--- config.mk ---
export PLATFORM = sky130hd
export DESIGN_NAME = wb_write_arbiter_flat
export DESIGN_NICKNAME = d
export VERILOG_FILES = /design/src/rtl/wb_write_arbiter_pkg.sv /design/src/rtl/wb_write_arbiter_if.sv /design/src/rtl/wb_squash_fifo.sv /design/src/rtl/wb_write_arbiter.sv /design/src/flat_wrapper.sv
export SDC_FILE = /design/constraint.sdc
export NUM_CORES = 1
export LEC_CHECK = 0
export CORE_ASPECT_RATIO = 1.4
export CORE_MARGIN = 2
export CORE_UTILIZATION = 40
export CTS_BUF_LIST = sky130_fd_sc_hd__clkbuf_8
export DETAILED_ROUTE_END_ITERATION = 16
export DONT_BUFFER_PORTS = 1
export PLACE_DENSITY_LB_ADDON = 0.25
export SYNTH_ARGS = -nofsm -noshare
export SYNTH_HDL_FRONTEND = slang
export SYNTH_SLANG_ARGS = --single-unit
--- constraint.sdc ---
create_clock -name clk -period 3.7 [get_ports clk]
set_clock_uncertainty 0.1 [all_clocks]
set_input_delay 0.74 -clock clk [delete_from_list [all_inputs] [get_ports clk]]
set_output_delay 0.74 -clock clk [all_outputs]
set_load 0.02 [all_outputs]
--- src/rtl/wb_write_arbiter_pkg.sv ---
// Shared constants and helpers for the register-file write arbiter.
// Widths mirror the core's RegBus / RegNumLog2 definitions.
package wb_write_arbiter_pkg;

  localparam int RegBus      = 32;
  localparam int RegNumLog2  = 5;
  localparam int WbArbDepth  = 2;

  localparam logic [RegNumLog2-1:0] RegAddrBus = '0;
  localparam logic                  WriteEnable = 1'b1;
  localparam logic [RegBus-1:0]     ZeroWord    = '0;

  // Which source owns the write slot this cycle.
  typedef enum logic [1:0] {
    SEL_NONE = 2'd0,
    SEL_PIPE = 2'd1,
    SEL_FIFO = 2'd2,
    SEL_LU   = 2'd3
  } wb_sel_e;

  function automatic logic [31:0] sat_add32(input logic [31:0] a, input logic [31:0] b);
    logic [32:0] s;
    s = {1'b0, a} + {1'b0, b};
    return s[32] ? '1 : s[31:0];
  endfunction

endpackage

--- src/rtl/wb_write_arbiter_if.sv ---
// Bus bundle between the write sources, the arbiter and the register file.
// lu_valid/lu_ready: a beat transfers on any clock edge where both are high; while
// lu_valid is high and lu_ready low the source holds lu_waddr/lu_wdata stable.
interface wb_write_arbiter_if #(
  parameter int DATA_W = 32,
  parameter int ADDR_W = 5
);
  logic                     pipe_we;
  logic [ADDR_W-1:0]        pipe_waddr;
  logic [DATA_W-1:0]        pipe_wdata;
  logic                     lu_valid;
  logic                     lu_ready;
  logic [ADDR_W-1:0]        lu_waddr;
  logic [DATA_W-1:0]        lu_wdata;
  logic                     we;
  logic [ADDR_W-1:0]        waddr;
  logic [DATA_W-1:0]        wdata;
  logic [(1<<ADDR_W)-1:0]   pend_mask;

  modport master (
    output pipe_we, pipe_waddr, pipe_wdata, lu_valid, lu_waddr, lu_wdata,
    input  lu_ready, we, waddr, wdata, pend_mask
  );

  modport slave (
    input  pipe_we, pipe_waddr, pipe_wdata, lu_valid, lu_waddr, lu_wdata,
    output lu_ready, we, waddr, wdata, pend_mask
  );
endinterface

--- src/rtl/wb_squash_fifo.sv ---
// Small FIFO of pending long-latency writes; entries can be killed by address
// while in flight and still occupy their slot until popped.
module wb_squash_fifo
  import wb_write_arbiter_pkg::*;
#(
  parameter int DATA_W = RegBus,
  parameter int ADDR_W = RegNumLog2,
  parameter int DEPTH  = WbArbDepth
) (
  input  logic                          clk,
  input  logic                          rst,
  input  logic                          push,
  input  logic                          push_live,
  input  logic [ADDR_W-1:0]             push_addr,
  input  logic [DATA_W-1:0]             push_data,
  input  logic                          pop,
  input  logic                          squash_en,
  input  logic [ADDR_W-1:0]             squash_addr,
  output logic                          empty,
  output logic                          full,
  output logic                          head_live,
  output logic [ADDR_W-1:0]             head_addr,
  output logic [DATA_W-1:0]             head_data,
  output logic [DEPTH-1:0]              live,
  output logic [DEPTH-1:0][ADDR_W-1:0]  entry_addr
);

  localparam int PW = $clog2(DEPTH);
  localparam int CW = $clog2(DEPTH) + 1;

  logic [PW-1:0]     wr_ptr, rd_ptr;
  logic [CW-1:0]     count;
  logic [DATA_W-1:0] entry_data [DEPTH];

  assign empty     = (count == '0);
  assign full      = (count == CW'(DEPTH));
  assign head_live = live[rd_ptr];
  assign head_addr = entry_addr[rd_ptr];
  assign head_data = entry_data[rd_ptr];

  // Live bits are cleared on pop so that free slots never match a squash or
  // contribute to the pending mask.
  always_ff @(posedge clk) begin
    if (rst) begin
      live   <= '0;
      wr_ptr <= '0;
      rd_ptr <= '0;
      count  <= '0;
    end else begin
      for (int i = 0; i < DEPTH; i++) begin
        if (squash_en && live[i] && (entry_addr[i] == squash_addr))
          live[i] <= 1'b0;
      end
      if (pop) begin
        live[rd_ptr] <= 1'b0;
        rd_ptr       <= rd_ptr + PW'(1);
      end
      if (push) begin
        live[wr_ptr] <= push_live;
        wr_ptr       <= wr_ptr + PW'(1);
      end
      case ({push, pop})
        2'b10:   count <= count + CW'(1);
        2'b01:   count <= count - CW'(1);
        default: count <= count;
      endcase
    end
  end

  always_ff @(posedge clk) begin
    if (push) begin
      entry_addr[wr_ptr] <= push_addr;
      entry_data[wr_ptr] <= push_data;
    end
  end

endmodule

--- src/rtl/wb_write_arbiter.sv ---
// Register-file write port arbiter: pipeline writes first, buffered long-latency
// results next, direct pass-through last. Optional counters under WB_ARB_STATS_EN.
module wb_write_arbiter
  import wb_write_arbiter_pkg::*;
#(
  parameter int DATA_W = RegBus,
  parameter int ADDR_W = RegNumLog2,
  parameter int DEPTH  = WbArbDepth
) (
  input  logic                 clk,
  input  logic                 rst,
  wb_write_arbiter_if.slave    bus
`ifdef WB_ARB_STATS_EN
  ,
  output logic [31:0]          stat_stall_cnt,
  output logic [31:0]          stat_squash_cnt
`endif
);

  localparam int NREG = 1 << ADDR_W;

  logic                         fifo_empty, fifo_full;
  logic                         head_live;
  logic [ADDR_W-1:0]            head_addr;
  logic [DATA_W-1:0]            head_data;
  logic [DEPTH-1:0]             fifo_live;
  logic [DEPTH-1:0][ADDR_W-1:0] fifo_addr;

  logic              pipe_hit, lu_xfer, push, pop, push_live, lu_same_addr;
  wb_sel_e           sel;
  logic              nxt_we;
  logic [ADDR_W-1:0] nxt_waddr;
  logic [DATA_W-1:0] nxt_wdata;

  assign pipe_hit     = bus.pipe_we && (bus.pipe_waddr != '0);
  assign bus.lu_ready = !fifo_full;
  assign lu_xfer      = bus.lu_valid && bus.lu_ready;
  assign lu_same_addr = pipe_hit && (bus.lu_waddr == bus.pipe_waddr);

  always_comb begin
    sel = SEL_NONE;
    if (pipe_hit)           sel = SEL_PIPE;
    else if (!fifo_empty)   sel = SEL_FIFO;
    else if (bus.lu_valid)  sel = SEL_LU;
  end

  always_comb begin
    nxt_we    = 1'b0;
    nxt_waddr = '0;
    nxt_wdata = '0;
    case (sel)
      SEL_PIPE: begin
        nxt_we    = WriteEnable;
        nxt_waddr = bus.pipe_waddr;
        nxt_wdata = bus.pipe_wdata;
      end
      SEL_FIFO: if (head_live) begin
        nxt_we    = WriteEnable;
        nxt_waddr = head_addr;
        nxt_wdata = head_data;
      end
      SEL_LU: if (bus.lu_waddr != '0) begin
        nxt_we    = WriteEnable;
        nxt_waddr = bus.lu_waddr;
        nxt_wdata = bus.lu_wdata;
      end
      default: ;
    endcase
  end

  // A same-cycle pipeline write to the same register is younger, so the beat is
  // stored dead; address 0 beats also take a slot but never write.
  assign pop       = (sel == SEL_FIFO);
  assign push      = lu_xfer && (sel != SEL_LU);
  assign push_live = (bus.lu_waddr != '0) && !lu_same_addr;

  wb_squash_fifo #(
    .DATA_W (DATA_W),
    .ADDR_W (ADDR_W),
    .DEPTH  (DEPTH)
  ) u_fifo (
    .clk         (clk),
    .rst         (rst),
    .push        (push),
    .push_live   (push_live),
    .push_addr   (bus.lu_waddr),
    .push_data   (bus.lu_wdata),
    .pop         (pop),
    .squash_en   (pipe_hit),
    .squash_addr (bus.pipe_waddr),
    .empty       (fifo_empty),
    .full        (fifo_full),
    .head_live   (head_live),
    .head_addr   (head_addr),
    .head_data   (head_data),
    .live        (fifo_live),
    .entry_addr  (fifo_addr)
  );

  always_ff @(posedge clk) begin
    if (rst) begin
      bus.we    <= 1'b0;
      bus.waddr <= '0;
      bus.wdata <= ZeroWord[DATA_W-1:0];
    end else begin
      bus.we    <= nxt_we;
      bus.waddr <= nxt_waddr;
      bus.wdata <= nxt_wdata;
    end
  end

  always_comb begin
    bus.pend_mask = '0;
    for (int i = 0; i < DEPTH; i++) begin
      if (fifo_live[i]) bus.pend_mask[fifo_addr[i]] = 1'b1;
    end
  end

`ifdef WB_ARB_STATS_EN
  logic [31:0] squash_inc;

  always_comb begin
    squash_inc = '0;
    if (pipe_hit) begin
      for (int i = 0; i < DEPTH; i++) begin
        if (fifo_live[i] && (fifo_addr[i] == bus.pipe_waddr)) squash_inc = squash_inc + 32'd1;
      end
    end
    if (push && lu_same_addr) squash_inc = squash_inc + 32'd1;
  end

  always_ff @(posedge clk) begin
    if (rst) begin
      stat_stall_cnt  <= '0;
      stat_squash_cnt <= '0;
    end else begin
      if (bus.lu_valid && !bus.lu_ready)
        stat_stall_cnt <= sat_add32(stat_stall_cnt, 32'd1);
      stat_squash_cnt <= sat_add32(stat_squash_cnt, squash_inc);
    end
  end
`endif

endmodule

--- src/flat_wrapper.sv ---
// flat-port wrapper written by rule: the top's interface ports become plain ports
module wb_write_arbiter_flat import wb_write_arbiter_pkg::*;
#(
  parameter int DATA_W = RegBus,
  parameter int ADDR_W = RegNumLog2,
  parameter int DEPTH  = WbArbDepth
)
  (clk, rst, bus_pipe_we, bus_pipe_waddr, bus_pipe_wdata, bus_lu_valid, bus_lu_waddr, bus_lu_wdata, bus_lu_ready, bus_we, bus_waddr, bus_wdata, bus_pend_mask);
  wb_write_arbiter_if #(.DATA_W(DATA_W), .ADDR_W(ADDR_W)) bus_i ();
  input  logic clk;
  input  logic rst;
  input wire logic [$bits(bus_i.pipe_we)-1:0] bus_pipe_we;
  input wire logic [$bits(bus_i.pipe_waddr)-1:0] bus_pipe_waddr;
  input wire logic [$bits(bus_i.pipe_wdata)-1:0] bus_pipe_wdata;
  input wire logic [$bits(bus_i.lu_valid)-1:0] bus_lu_valid;
  input wire logic [$bits(bus_i.lu_waddr)-1:0] bus_lu_waddr;
  input wire logic [$bits(bus_i.lu_wdata)-1:0] bus_lu_wdata;
  output wire logic [$bits(bus_i.lu_ready)-1:0] bus_lu_ready;
  output wire logic [$bits(bus_i.we)-1:0] bus_we;
  output wire logic [$bits(bus_i.waddr)-1:0] bus_waddr;
  output wire logic [$bits(bus_i.wdata)-1:0] bus_wdata;
  output wire logic [$bits(bus_i.pend_mask)-1:0] bus_pend_mask;
  assign bus_i.pipe_we = bus_pipe_we;
  assign bus_i.pipe_waddr = bus_pipe_waddr;
  assign bus_i.pipe_wdata = bus_pipe_wdata;
  assign bus_i.lu_valid = bus_lu_valid;
  assign bus_i.lu_waddr = bus_lu_waddr;
  assign bus_i.lu_wdata = bus_lu_wdata;
  assign bus_lu_ready = bus_i.lu_ready;
  assign bus_we = bus_i.we;
  assign bus_waddr = bus_i.waddr;
  assign bus_wdata = bus_i.wdata;
  assign bus_pend_mask = bus_i.pend_mask;
  wb_write_arbiter #(.DATA_W(DATA_W), .ADDR_W(ADDR_W), .DEPTH(DEPTH)) u_core (.clk(clk), .rst(rst), .bus(bus_i));
endmodule
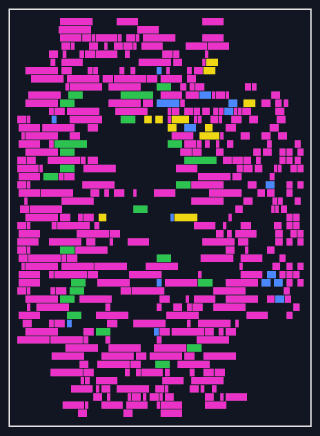
*Sizing map, run 1*
Scale: 3 px per µm.
color	size	cells
magenta	_0 and _1 cells	376
green	_6 and larger	23
yellow	_3 and _4 cells	11
blue	_2 cells	16

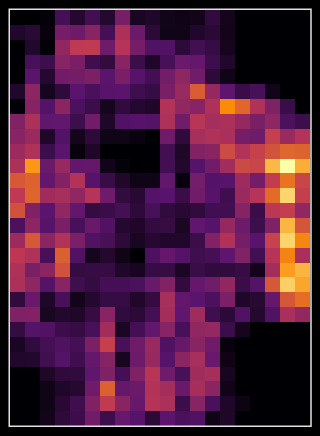
*Routed metal per tile, run 1*
Scale: 3 px per µm. The die is cut into 20 by 28 equal tiles; black is low, pale yellow is high, scaled to the fullest tile. Values are wire area over tile area, all layers added.
tiles over half the peak	8.6%
emptiest ninth of the die	lower right
mean over tiles	0.15
densest ninth of the die	middle right
nearly empty tiles	16%

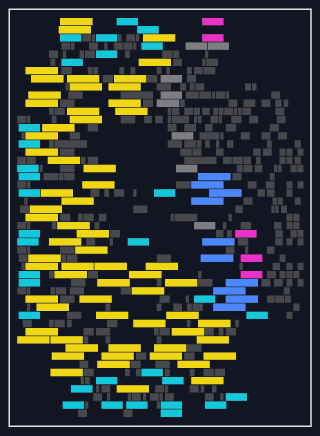
*Register map, names as in the netlist, run 1*
Scale: 3 px per µm.
color	name in the netlist	sequential cells
blue	u_core.u_fifo.entry_addr	10
magenta	u_core.bus.waddr	5
yellow	u_core.u_fifo.entry_data	64
cyan	u_core.bus.wdata	32

==> flow_summary.json, run 1 <==
{
  "arrival_ns": 2.02,
  "ir_drop_mv": 0.3852,
  "worstSkewPairLatency_ns": 0.43,
  "path_clk_slew_ns": 0.06,
  "syn-num-nets": 505,
  "cts_tree": "done",
  "postCtsSetupRepairBufs": 0,
  "lay_top_count": "edfxtp_1",
  "rsz0062_at_grt": "false",
  "startpoint_type": "flip-flop",
  "final-hold-violation-count": 0,
  "ys_sh_simple_pct": 12.49,
  "routedWlPerCell_um": 21.93,
  "mux_area_share_pct": 7.817,
  "grt_usage_pct": 18.01,
  "timing.setup.tns_ns": 0,
  "leakage_nw": 1.749,
  "rows": 49,
  "yosysWarnings": 0,
  "cp.required_ns": 2.86,
  "antenna_found_initial": 0,
  "antenna_left": 0,
  "cp-startpoint": "u_core.u_fifo.entry_addr[0]",
  "min_path_type": "input port to flip-flop",
  "slew_violations": 0,
  "final_cell_area_um2": 5652,
  "viasPerCell": 6.003,
  "post_cts_resized": 0,
  "ys_sh_aoi_pct": 12.08,
  "port_buffers": 0,
  "post_route_cells_drive_above_1_share_pct": 11.74,
  "r2r_setup_slack_ns": 1.34,
  "period_used_pct": 77.22,
  "maxCapViolations": 0,
  "synth-edff-count": 74,
  "ys_top_cells_by_area": "edfxtp_1 (43%), dfxtp_1 (17%), mux2i_1 (7.2%), a221oi_1 (5.4%), o22ai_1 (3.9%)",
  "logic_family": "simple AND/OR/NAND/NOR gates",
  "ys_cells": 426,
  "outcome": "finished clean",
  "route.detailed.drc": 0,
  "numCtsBuffers": 17,
  "max_freq_mhz": 350.0,
  "place.detailed.hpwl_um": 8337,
  "root_buffer": "clkbuf_8"
}
==> run 1: critical path, cell delays in order, from the launching register on <==
cell and delay (ns):
edfxtp_1 0.48, or3b_2 0.62, o22ai_1 0.50
==> run 1: state kept, by name, summed over array words and instances (netlist names), named ones only <==
signal and count:
u_core.bus.waddr 5, u_core.u_fifo.entry_data 64, u_core.u_fifo.live 2, u_core.bus.wdata 32, u_core.bus.we 1, u_core.u_fifo.entry_addr 10, u_core.u_fifo.count 2, u_core.u_fifo.wr_ptr 1
u_core.u_fifo.rd_ptr 1
==> run 1: cell type report <==
cell class                      instances  area, µm²
Timing Repair Buffer                    4      30.03
Clock buffer                           20      275.3
Clock inverter                         12      135.1
Tap cell                              153      191.4
Fill cell                            1164       7101
Sequential cell                       119       3124
Multi-Input combinational cell        267       1881
Inverter                                4      15.01
==> run 1: power by group <==
group	switching, mW	leakage (nW)	internal, mW
logic	0.421	0.469	0.299
registers	0.269	1.05	1.66
clock network	0.493	0.226	0.708
total	1.18	1.75	2.66
==> run 1: cell families after synthesis <==
family,Yosys count
xor+xnor,19
simple gates,126
fa+ha+maj,1
flops,119
mux,40
buf+inv,40
compound gates,81
==> run 1: Yosys cell counts, types with 7 or more instances <==
library cell   n
edfxtp_1      74
nor2_1        51
dfxtp_1       45
nor3_1        38
mux2i_1       37
a221oi_1      32
o22ai_1       32
clkbuf_1      22
xnor2_1       12
nand3b_1      10
buf_2          8
nand3_1        7
xor2_1         7
==> run 1: through the flow <==
step / worst slack (ns) / std cells / util (%) / hold WS [ns]
after global routing: 0.7862 / 579 / 44.32 / 0.2581
after floorplan: 0.1184 / 426 / - / 0.4066
after CTS: 0.8494 / 579 / 44.32 / 0.2583
after detailed placement: 0.6581 / 547 / 41.10 / 0.5345
final: 0.8430 / 579 / 44.32 / 0.2865
after global placement: 0.7179 / 547 / 41.10 / 0.4860
==> run 1: metal layers <==
metal / vias to the layer above / track usage (%) / part of all wire (%)
met4: 0 / 7.282 / 1.7
met2: 133 / 31.97 / 52
met1: 1705 / 19.87 / 40
met3: 20 / 5.308 / 6.6
li1: 1618 / - / -
met5: - / 0 / 0
==> run 1: worst min path at each step <==
stage / from / endpoint / slack (ns) / depth (start not counted)
after floorplan: u_core.u_fifo.count[1] / u_core.u_fifo.count[1] / 0.41 / 2
after global placement: u_core.u_fifo.count[1] / u_core.u_fifo.count[1] / 0.49 / 2
after detailed placement: u_core.u_fifo.count[1] / u_core.u_fifo.count[1] / 0.53 / 2
after CTS: rst / u_core.u_fifo.wr_ptr / 0.26 / 1
after global routing: rst / flip-flop / 0.26 / 1
final: rst / u_core.u_fifo.wr_ptr / 0.29 / 1
==> run 2, diff against run 1 <==
==> constraint.sdc (replaced) <==
create_clock -name clk -period 2.5 [get_ports clk]
set_clock_uncertainty 0.1 [all_clocks]
set_input_delay 0.5 -clock clk [delete_from_list [all_inputs] [get_ports clk]]
set_output_delay 0.5 -clock clk [all_outputs]
set_load 0.02 [all_outputs]
==> run 2 against run 1 <==
The run now ends with setup timing left; worst setup slack lost 0.85 ns; area after synthesis unchanged; worst hold slack worse by 0.26 ns; synthesized cell count unchanged; final cell count is 3.8% higher; die size stayed put; sequential power increased by 42%; global-route usage fell by 0.11 points; design area grew 5.4%; flip-flop count unchanged; sequential share of layout area shrank 2.8 points; largest power group unchanged.
==> flow_summary.json, run 2 <==
{
  "outcome": "finished, violations left",
  "violations": "setup timing",
  "critical-path-top-delay-family": "AND-OR/OR-AND gates",
  "startpoint_type": "flip-flop",
  "layout_setup_ws_ns": -0.007861,
  "maxCapViolations": 0,
  "worstSkewPairLatency_ns": 0.43,
  "final_core_util_pct": 46.71,
  "setup_viol": 1,
  "slew_violations": 0,
  "ir_drop_mv": 0.6136,
  "ys_cells": 426,
  "arrival_ns": 1.91,
  "max_stage_delay_ns": 0.55,
  "reg_top3": "u_core.u_fifo.entry_data x64, u_core.bus.wdata x32, u_core.u_fifo.entry_addr x10",
  "place.detailed.hpwl_um": 8497,
  "cpMaxStageDelayCell": "o22ai_1",
  "route.detailed.drc": 0,
  "routedWlPerCell_um": 21.24,
  "grt_usage_pct": 17.90,
  "fin_hold_ws_ns": 0.03025,
  "stdcell_count": 601
}
## run 2: timing repair
item | 4_1_cts | 5_1_grt
hold buffers | 0 | 0
cloned | 0 | 0
setup buffers | 0 | 11
setup endpoints to repair | 14 | 26
gates resized | 6 | 13
## run 2: layer usage
metal  GRT usage [%]  vias up
met2           31.69      145
met1           18.71     1727
met5               0        -
li1                -     1667
met3           7.735       23
met4           6.200        0
## run 2: area by class of cell
class,count,area share [%]
clock inverters,15,2.562
inverters,4,0.2520
clock buffers,17,3.928
multi-input cells,267,33.48
repair buffers,26,4.117
flip-flops and latches,119,52.45
well taps,153,3.214
## run 2: logic make-up (layout without fill, tap and decap cells)
kind of cell | Yosys count | count (layout) | share of synthesized area [%]
simple gates | 126 | 126 | 12.49
flops | 119 | 119 | 60.41
compound gates | 81 | 81 | 12.08
mux | 40 | 40 | 7.817
buf+inv | 40 | 62 | 3.751
xor+xnor | 19 | 19 | 3.219
fa+ha+maj | 1 | 1 | 0.2420
## run 2: worst max-delay path by stage
stage | slack (ns) | cells after the start | start | to
global placement | 0.16 | 6 | bus_pipe_waddr[1] | u_core.u_fifo.count[1]
global route | -0.08 | 2 | u_core.u_fifo.entry_addr[1] | bus_pend_mask[25]
finish | -0.008 | 2 | u_core.u_fifo.entry_addr[1] | bus_pend_mask[25]
detailed placement | 0.14 | 6 | bus_pipe_waddr[1] | u_core.u_fifo.count[1]
floorplan | -0.23 | 5 | bus_pipe_waddr[4] | u_core.u_fifo.live[0]
CTS | -0.11 | 2 | u_core.u_fifo.entry_addr[1] | bus_pend_mask[4]
## run 2: where the power goes
| group | internal [mW] | total, mW | switching [mW] |
|---|---|---|---|
| sequential | 2.45 | 2.74 | 0.297 |
| combinational | 0.560 | 1.33 | 0.770 |
| clock | 0.888 | 1.67 | 0.787 |
## run 2: through the flow
stage | power (mW) | area (µm²)
after CTS | 5.768 | 5798
after detailed placement | 4.074 | 5374
final | 5.748 | 5957
after global placement | 4.052 | 5374
after floorplan | 3.695 | 5175
after global routing | 6.043 | 5957
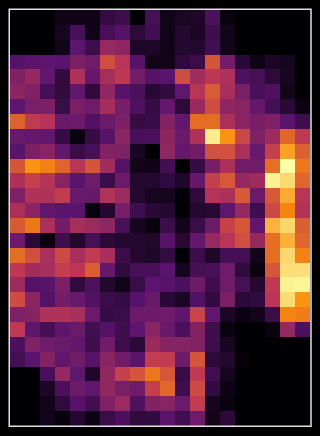
*Routed metal per tile, run 2*
Scale: 3 px per µm. The die is cut into 20 by 28 equal tiles; black is low, pale yellow is high, scaled to the fullest tile. Values are wire area over tile area, all layers added.
mean over tiles	0.15
fullest tile	0.56
nearly empty tiles	13%

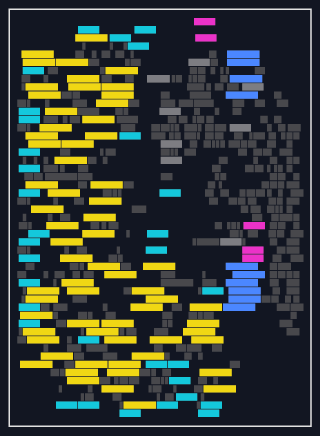
*Register map, names as in the netlist, run 2*
Scale: 3 px per µm.
color	name in the netlist	sequential cells
blue	u_core.u_fifo.entry_addr	10
yellow	u_core.u_fifo.entry_data	64
cyan	u_core.bus.wdata	32
magenta	u_core.bus.waddr	5
not colored	8

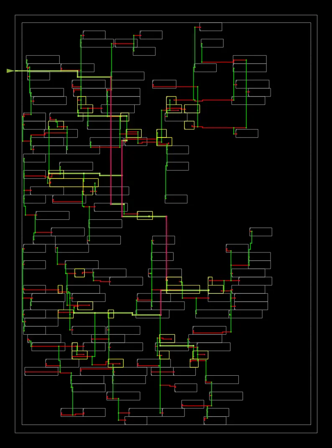
*Clock routing, run 2*
clock-net power: 1.67 mW
flip-flops: 119

Power is estimated from default activity; no workload was simulated.
